Design rect_raster_engine_flat, sky130hd; sources not shown.
### Supply network

Drawn at 4 px/um. Pins as bars on the die edge.
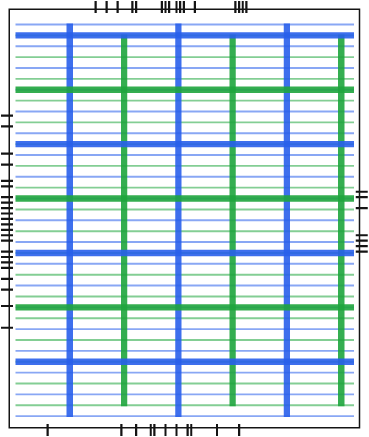
Key: blue = VSS; green = VDD
57 signal pins sit on the boundary. 37 met1 rails follow the rows. 6 straps on met4.
VDD IR max: 138 uV
Die Wd: 87.2 um
Die Ht: 104 um
core area: 8290 um^2

### Routed metal per tile

Drawn at 4 px/um. 17 x 21 tiles, from dark purple (low) to yellow (high), scaled to the fullest tile. Values are wire area over tile area, all layers added.
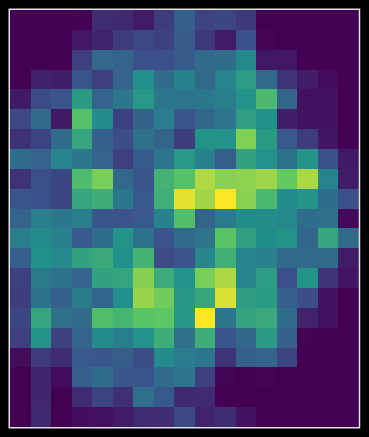
21% of the tiles are over half the peak. The densest ninth of the die: middle. The fullest tile reaches 0.52.
All-Layer GR Usage: 21.7%
drt wl/cell: 15.2 um

### Zoomed window

Window x 19 to 69, y 48 to 98 um. Cells in gray, sequential cells in the stronger gray; small squares are vias.
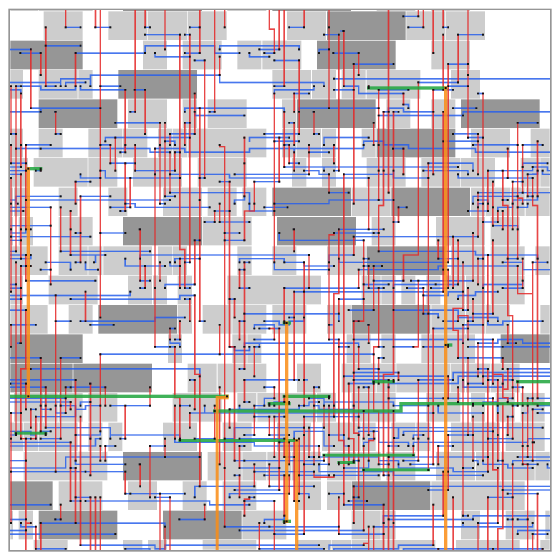
Key: orange = met4; red = met2; green = met3; blue = met1
Most frequent: nand2_1 (27), dfxtp_1 (24), clkdlybuf4s50_1 (12). 195 logic cells have their middle in the window. Sequential cells in the window: 24.

==> results.ini <==
[outcome]
status = complete, no violations

[layout]
drive_above_1_share_pct = 9.59
final_cell_mix = dfxtp_1, clkdlybuf4s50_1, nand2_1, mux2i_1, nor2b_1
seq_cells = 63
clkCellAreaFrac_pct = 5.05
logic_area_um2 = 2530
nets = 537
stdcell_area_um2 = 4800
fin_util_pct = 58.0
n_all_inverters = 8
antennaDiodeCount = 0
seqAreaFraction_pct = 26.2
lay_top_count = dfxtp_1
logic_gates = 342
layout-area-overhead-vs-synth_pct = 22.5

[power_and_ir_drop]
p_int_uw = 800
power_frac_clock_pct = 37.5
pg_clk_uw = 415
p_leak_nw = 2.02
total_power_mw = 1.11
pwr-share-seq_pct = 39.1
p_sw_uw = 306
power_leader = registers

[worst_setup_path]
rrSetupSlack_ps = 2120
critical_path.startpoint_type = flip-flop
crit_path_top_delay_cell = xnor2_1
crit_buf_inv = 1
worst-path-max-fanout = 9
cp_top_family = AND-OR/OR-AND gates
cp.arrival_ps = 4580
crit_path_max_incr_delay_ps = 750
worstPathCellList = inv_1, ha_1, nor3b_2, xnor2_1, nand3_1, mux2i_1, nor2_1, ha_1, a21o_1, a21oi_1, o21bai_1, a21oi_1, o21ai_0, a31oi_1, o211a_1, o2111a_1
cp-end-kind = flip-flop

[logic_synthesis]
yosys_area_um2 = 3920
post_synth_most_frequent_cells = dfxtp_1, nand2_1, mux2i_1
ys_seq_share_pct = 32.2
ys_sh_aoi_pct = 15.2
edf_count = 0
top_logic_kind = simple AND/OR/NAND/NOR gates
fa_ha_area_share_pct = 5.30
synthSimpleGateAreaFrac_pct = 24.7
avgSynthCellArea_um2 = 9.10
synth_top_area_share_pct = 32.2
ff_type = dfxtp_1
synth-async-reset-ratio_pct = 0
synth.net_count = 483
syn_inst = 431
top_area_cell = dfxtp_1
ys_sh_xor_pct = 10.1
syn-cell-area_um2 = 3920
ys_top_cells_by_area = dfxtp_1, mux2i_1, nor2b_1

[routing]
vias_per_cell = 5.50
first_pass_iters = 4
met2WireLength_um = 4400
met3_length_um = 388
num_vias = 3323
dr.max_layer_used = met4
ant_nets = 0
wirelength_um = 9170

[worst_hold_path]
hold_depth = 2
hold_class = flip-flop to flip-flop

[place]
io_buffers = 56
dpl_cell_area_um2 = 4560
gp_congestion = 0.829
pre_cts_slack_ps = 1740
place_inst = 588

[sta]
slew_viol_final = 0
slew_headroom_pct = 37.1
skew_ps = 8.62
rsz0062_at_grt = false
period_minus_slack_ps = 4280

[global_routing]
grt_use_met3_pct = 5.24
use_met1_pct = 27.6
grt_pass1_vias = 3227
grt_pass1_wl_um = 15300
grt_use_met2_pct = 34.5
antenna_found_initial = 0
grt_max_degree = 46

[die]
row_count = 36
io_pins = 57
chipArea_um2 = 9090

[clock_network]
htreeDepth = 3
cts_tree = done
clockRootBuffer = clkbuf_8
numCtsBuffers = 9
clk_pin_slew_worst_paths_ps = 70
cts_buffer_depth = 2

[run]
warnings = 26

Power and IR drop assume default switching activity.
